==> config.mk <==
export PLATFORM = sky130hd
export DESIGN_NAME = nrzi_decoder
export DESIGN_NICKNAME = d
export VERILOG_FILES = /design/src/rtl/nrzi_decoder.sv
export SDC_FILE = /design/constraint.sdc
export NUM_CORES = 1
export LEC_CHECK = 0
export CAP_MARGIN = 20
export CORE_MARGIN = 5
export CORE_UTILIZATION = 59
export CTS_BUF_LIST = sky130_fd_sc_hd__clkbuf_8
export DETAILED_ROUTE_END_ITERATION = 6
export PLACE_DENSITY = 0.86
export SLEW_MARGIN = 20
export SYNTH_ARGS = -nofsm -noshare
export SYNTH_HDL_FRONTEND = slang
export SYNTH_SLANG_ARGS = --single-unit
export TNS_END_PERCENT = 50
==> constraint.sdc <==
create_clock -name clock -period 2.3 [get_ports clock]
set_input_delay 0.345 -clock clock [delete_from_list [all_inputs] [get_ports clock]]
set_output_delay 0.345 -clock clock [all_outputs]
set_load 0.005 [all_outputs]
==> src/rtl/nrzi_decoder.sv <==
// NRZI line decoder: recovers bits (no transition = 1), removes stuffed zeros
// after STUFF_LEN ones and packs data bits into WIDTH-bit words.
module nrzi_decoder #(
  parameter int WIDTH     = 8,
  parameter int STUFF_LEN = 6,
  parameter bit MSB_FIRST = 1'b0
) (
  input  logic             clock,
  input  logic             reset,
  input  logic             rx_en,
  input  logic             line_in,
  input  logic             clear,
  output logic [WIDTH-1:0] word_out,
  output logic             word_valid,
  input  logic             word_ready,
  output logic             overflow,
  output logic             stuff_error
);

  localparam int BW = $clog2(WIDTH);
  localparam int CW = $clog2(STUFF_LEN + 2);

  logic             prev_line;
  logic [CW-1:0]    ones_cnt;
  logic [BW-1:0]    bit_cnt;
  logic [WIDTH-1:0] shift_q;

  logic             d;
  logic             at_limit;
  logic             sample;
  logic             data_bit;
  logic             violation;
  logic             word_done;
  logic             drain;
  logic             load;
  logic [WIDTH-1:0] shift_next;

  // Output handshake: a word transfers on any clock edge where word_valid and
  // word_ready are both high; word_out is held stable while valid and not ready,
  // and a word completing on the transfer edge replaces the drained one.
  always_comb begin
    d          = ~(line_in ^ prev_line);
    at_limit   = (STUFF_LEN > 0) && (ones_cnt == CW'(STUFF_LEN));
    sample     = rx_en && !clear;
    data_bit   = sample && !at_limit;
    violation  = sample && at_limit && d;
    if (MSB_FIRST) shift_next = {shift_q[WIDTH-2:0], d};
    else           shift_next = {d, shift_q[WIDTH-1:1]};
    word_done  = data_bit && (bit_cnt == BW'(WIDTH - 1));
    drain      = word_valid && word_ready;
    load       = word_done && (!word_valid || word_ready);
  end

  always_ff @(posedge clock or posedge reset) begin
    if (reset) begin
      prev_line   <= 1'b1;
      ones_cnt    <= '0;
      bit_cnt     <= '0;
      shift_q     <= '0;
      word_out    <= '0;
      word_valid  <= 1'b0;
      overflow    <= 1'b0;
      stuff_error <= 1'b0;
    end else begin
      stuff_error <= violation;

      if (load) begin
        word_out   <= shift_next;
        word_valid <= 1'b1;
      end else if (drain) begin
        word_valid <= 1'b0;
      end

      // clear only realigns the bit stream; the held word keeps its handshake
      if (clear) begin
        prev_line <= 1'b1;
        ones_cnt  <= '0;
        bit_cnt   <= '0;
        shift_q   <= '0;
        overflow  <= 1'b0;
      end else if (rx_en) begin
        prev_line <= line_in;
        if (data_bit) begin
          shift_q <= shift_next;
          bit_cnt <= word_done ? '0 : bit_cnt + BW'(1);
          if (STUFF_LEN > 0) ones_cnt <= d ? ones_cnt + CW'(1) : '0;
          if (word_done && !load) overflow <= 1'b1;
        end else begin
          ones_cnt <= '0;
          if (violation) bit_cnt <= '0;
        end
      end
    end
  end

endmodule

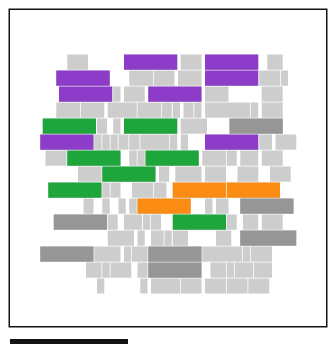
Run 1: register map, names as in the netlist
The bar under the picture is 20 um long.
| colour | netlist name | flops |
|---|---|---|
| purple | word_out | 8 |
| orange | bit_cnt | 3 |
| green | shift_q | 7 |
not coloured: 7
fin util: 76.77%
Flop area: 626.9 sq um

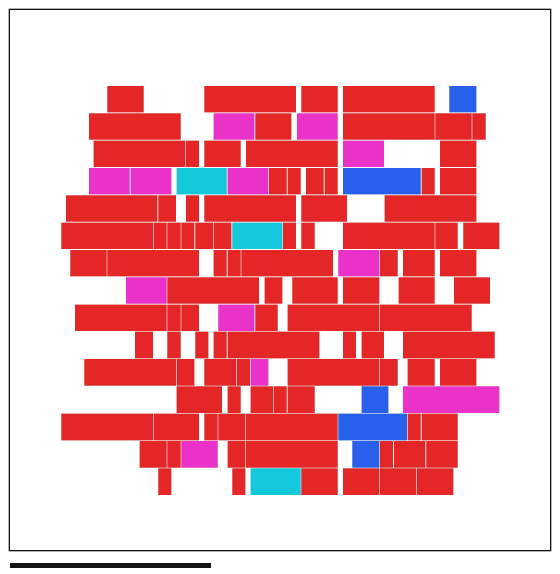
Run 1: cell sizes after repair
The bar under the picture is 20 um long.
| colour | size | cells | share |
|---|---|---|---|
| blue | _3 and _4 cells | 5 | 4.2% |
| red | _0 and _1 cells | 98 | 83% |
| cyan | _6 and larger | 3 | 2.5% |
| magenta | _2 cells | 12 | 10% |
Design Area, Final: 1369 sq um
final worst setup slack: 0.5308 ns

==> results.cfg, run 1 <==
; physical design summary
[clocking]
cts_tree = done
cts.htree.levels = 1
cts_setup_buffers = 0
worstSkewPairLatency_ns = 0.27
tritoncts.num_buffers = 3
post_cts_resized = 0

[logic_synthesis]
most_common_cell = dfrtp_1
synthArstFlopShare_pct = 100.0
synth_top_area_share_pct = 53.16
ys_types = 31
syn_area_sq_um = 1130
ys.flops = 25
synthTopCellsByCount = dfrtp_1 (24), nand2_1 (20), a21oi_1 (10)
synthFlopType = dfrtp_1

[worst_setup_path]
cpLargestDelayFamily = flip-flops
path_max_fanout = 10
crit_chain = inv_1 > ha_1 > a21boi_4 > nand4_4 > mux2_2
cp.arrival_ns = 1.93
r2r_setup_slack_ns = 0.53
end_kind = register

[min_path]
holdCritPathClass = in2async

[die]
initial_core_util_pct = 63.37
dieHeight_um = 53.76
num_tap_cells = 25
die_area_sq_um = 2890

[route]
viasPerCell = 5.622
ant_nets = 0
wl_mm = 2.138
met2WireLength_mm = 1.020
firstDrtPassIters = 5

[power]
power.internal_w = 0.0005960
p_total_w = 0.0007794
comb_power_share_pct = 8.4
clkPwrFrac_pct = 33.1
seqPwrFrac_pct = 58.5
p_comb_w = 0.0000656

[grt]
grt_use_met3_pct = 3.601
busiest_layer = met2
grt_overflow = 0
grt_use_total_pct = 18.33

[final_timing]
finalMaxSlewViolations = 0
hold_viol_final = 0
finClkSkew_ns = 0.006777
rsz0062_at_grt = no
relSlewSlack_pct = 69.94
fin_worst_hold_slack_ns = 0.4105

[final_layout]
fill_cells = 111
nNonClkBuffers = 19
buf_share_pct = 13.35
largestClassByArea = flip-flops and latches
diodes = 0
top_register = word_out
logic_area_sq_um = 466.7
comb_cells = 66
comb_share_pct = 34.10
instances_no_fill = 143
largest_reg_flops = 8

[placement]
gp_congestion = 0.8082
place_ws_ns = 0.4318
port_buffers = 16
placed_cell_area_sq_um = 1323
dp.cells = 139

[status]
status = completed

[job]
tool_warnings = 27
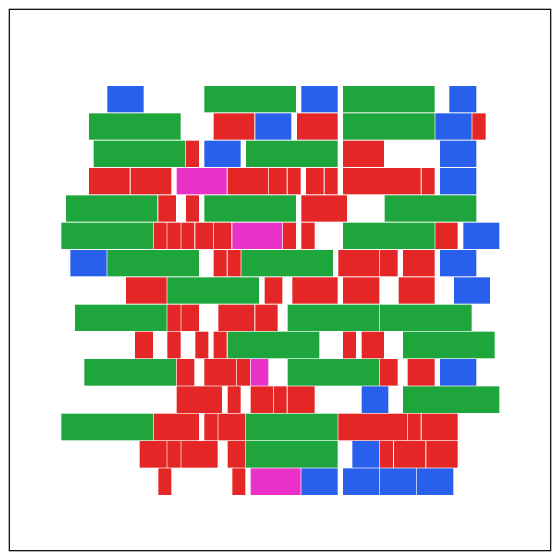
Run 1: cells coloured by class
| colour | class | cells |
|---|---|---|
| red | combinational and other logic | 70 |
| magenta | clock drivers and dummy loads | 4 |
| green | flops | 25 |
| blue | other buffers and delay cells | 19 |
core region area: 1783 sq um
flop share of the area: 45.80%

==> run 2, diff against run 1 <==
--- a/config.mk
+++ b/config.mk
@@ -7,10 +7,10 @@
 export LEC_CHECK = 0
 export CAP_MARGIN = 20
 export CORE_MARGIN = 5
-export CORE_UTILIZATION = 59
+export CORE_UTILIZATION = 55
 export CTS_BUF_LIST = sky130_fd_sc_hd__clkbuf_8
 export DETAILED_ROUTE_END_ITERATION = 6
-export PLACE_DENSITY = 0.86
+export PLACE_DENSITY = 0.81
 export SLEW_MARGIN = 20
 export SYNTH_ARGS = -nofsm -noshare
 export SYNTH_HDL_FRONTEND = slang
==> constraint.sdc (replaced) <==
create_clock -name clock -period 1.7 [get_ports clock]
set_input_delay 0.255 -clock clock [delete_from_list [all_inputs] [get_ports clock]]
set_output_delay 0.255 -clock clock [all_outputs]
set_load 0.005 [all_outputs]
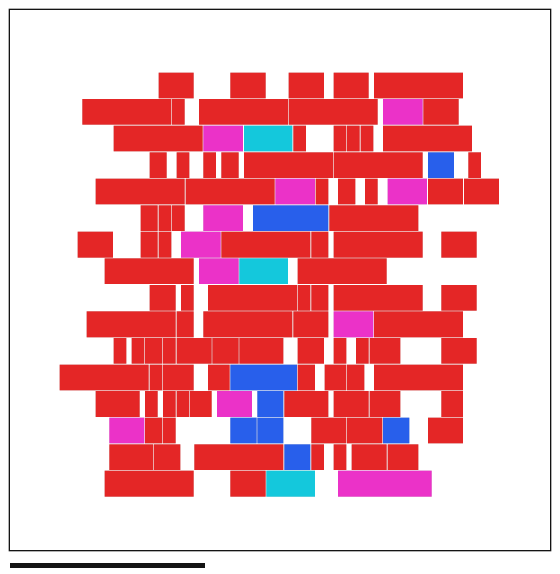
Run 2: cell sizes after repair
The bar under the picture is 20 um long.
| colour | size | cells | share |
|---|---|---|---|
| cyan | _6 and larger | 3 | 2.5% |
| magenta | _2 cells | 11 | 9.2% |
| blue | _3 and _4 cells | 8 | 6.7% |
| red | _0 and _1 cells | 98 | 82% |
Layout area overhead: 22.92%
Non-CTS buffers: 21
final worst setup slack: 0.1061 ns

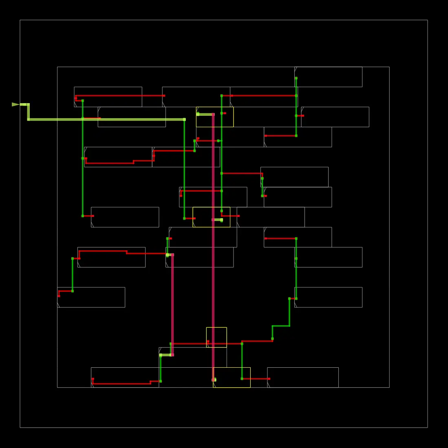
Run 2: the clock network
Setup Skew: 0.001417 ns
CTS buffer count: 3
sequential cell count: 25
clock sinks: 25

==> results.cfg, run 2 <==
; physical design summary
[status]
status = completed

[die]
dieHeight_um = 55.33
initial_core_util_pct = 57.59

[final_timing]
fin_worst_hold_slack_ns = 0.3271
rsz0062_at_grt = no
finalMaxSlewViolations = 0
relSlewSlack_pct = 79.07

[grt]
grt_use_met3_pct = 3.263

[final_layout]
instances_no_fill = 147
regArea_sq_um = 626.9
final_util_pct = 70.79
largestClassByArea = flip-flops and latches
diodes = 0
comb_cells = 66
fill_cells = 149

[job]
tool_warnings = 27

[placement]
gp_congestion = 0.8403
placed_cell_area_sq_um = 1340
port_buffers = 16

[route]
firstDrtPassIters = 4
wl_mm = 2.177
ant_nets = 0
viasPerCell = 5.463

[min_path]
holdCritPathClass = in2async

[worst_setup_path]
end_kind = register
r2r_setup_slack_ns = 0.11
cpLargestDelayFamily = flip-flops
path_max_fanout = 8

[logic_synthesis]
syn_area_sq_um = 1130
synthTopCellsByCount = dfrtp_1 (24), nand2_1 (20), a21oi_1 (10)
ys.flops = 25
synthFlopType = dfrtp_1
synth_top_area_share_pct = 53.16

[power]
p_comb_w = 0.0000943

[clocking]
cts.htree.levels = 1
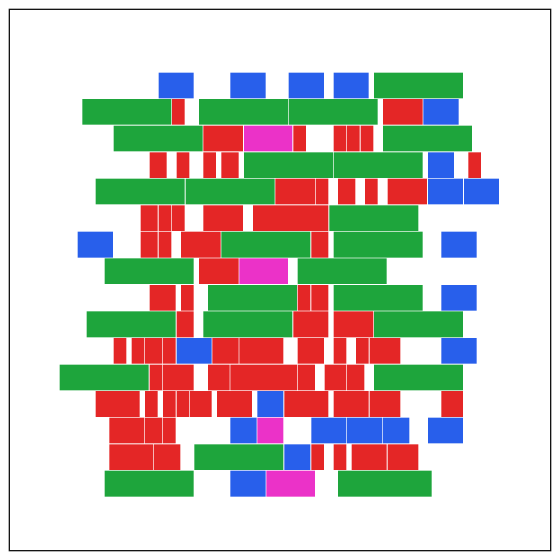
Run 2: cells coloured by class
| colour | class | cells |
|---|---|---|
| red | combinational and other logic | 70 |
| blue | other buffers and delay cells | 21 |
| magenta | clock drivers and dummy loads | 4 |
| green | flops | 25 |
flop share of the area: 45.14%
num rows: 16
core region area: 1962 sq um

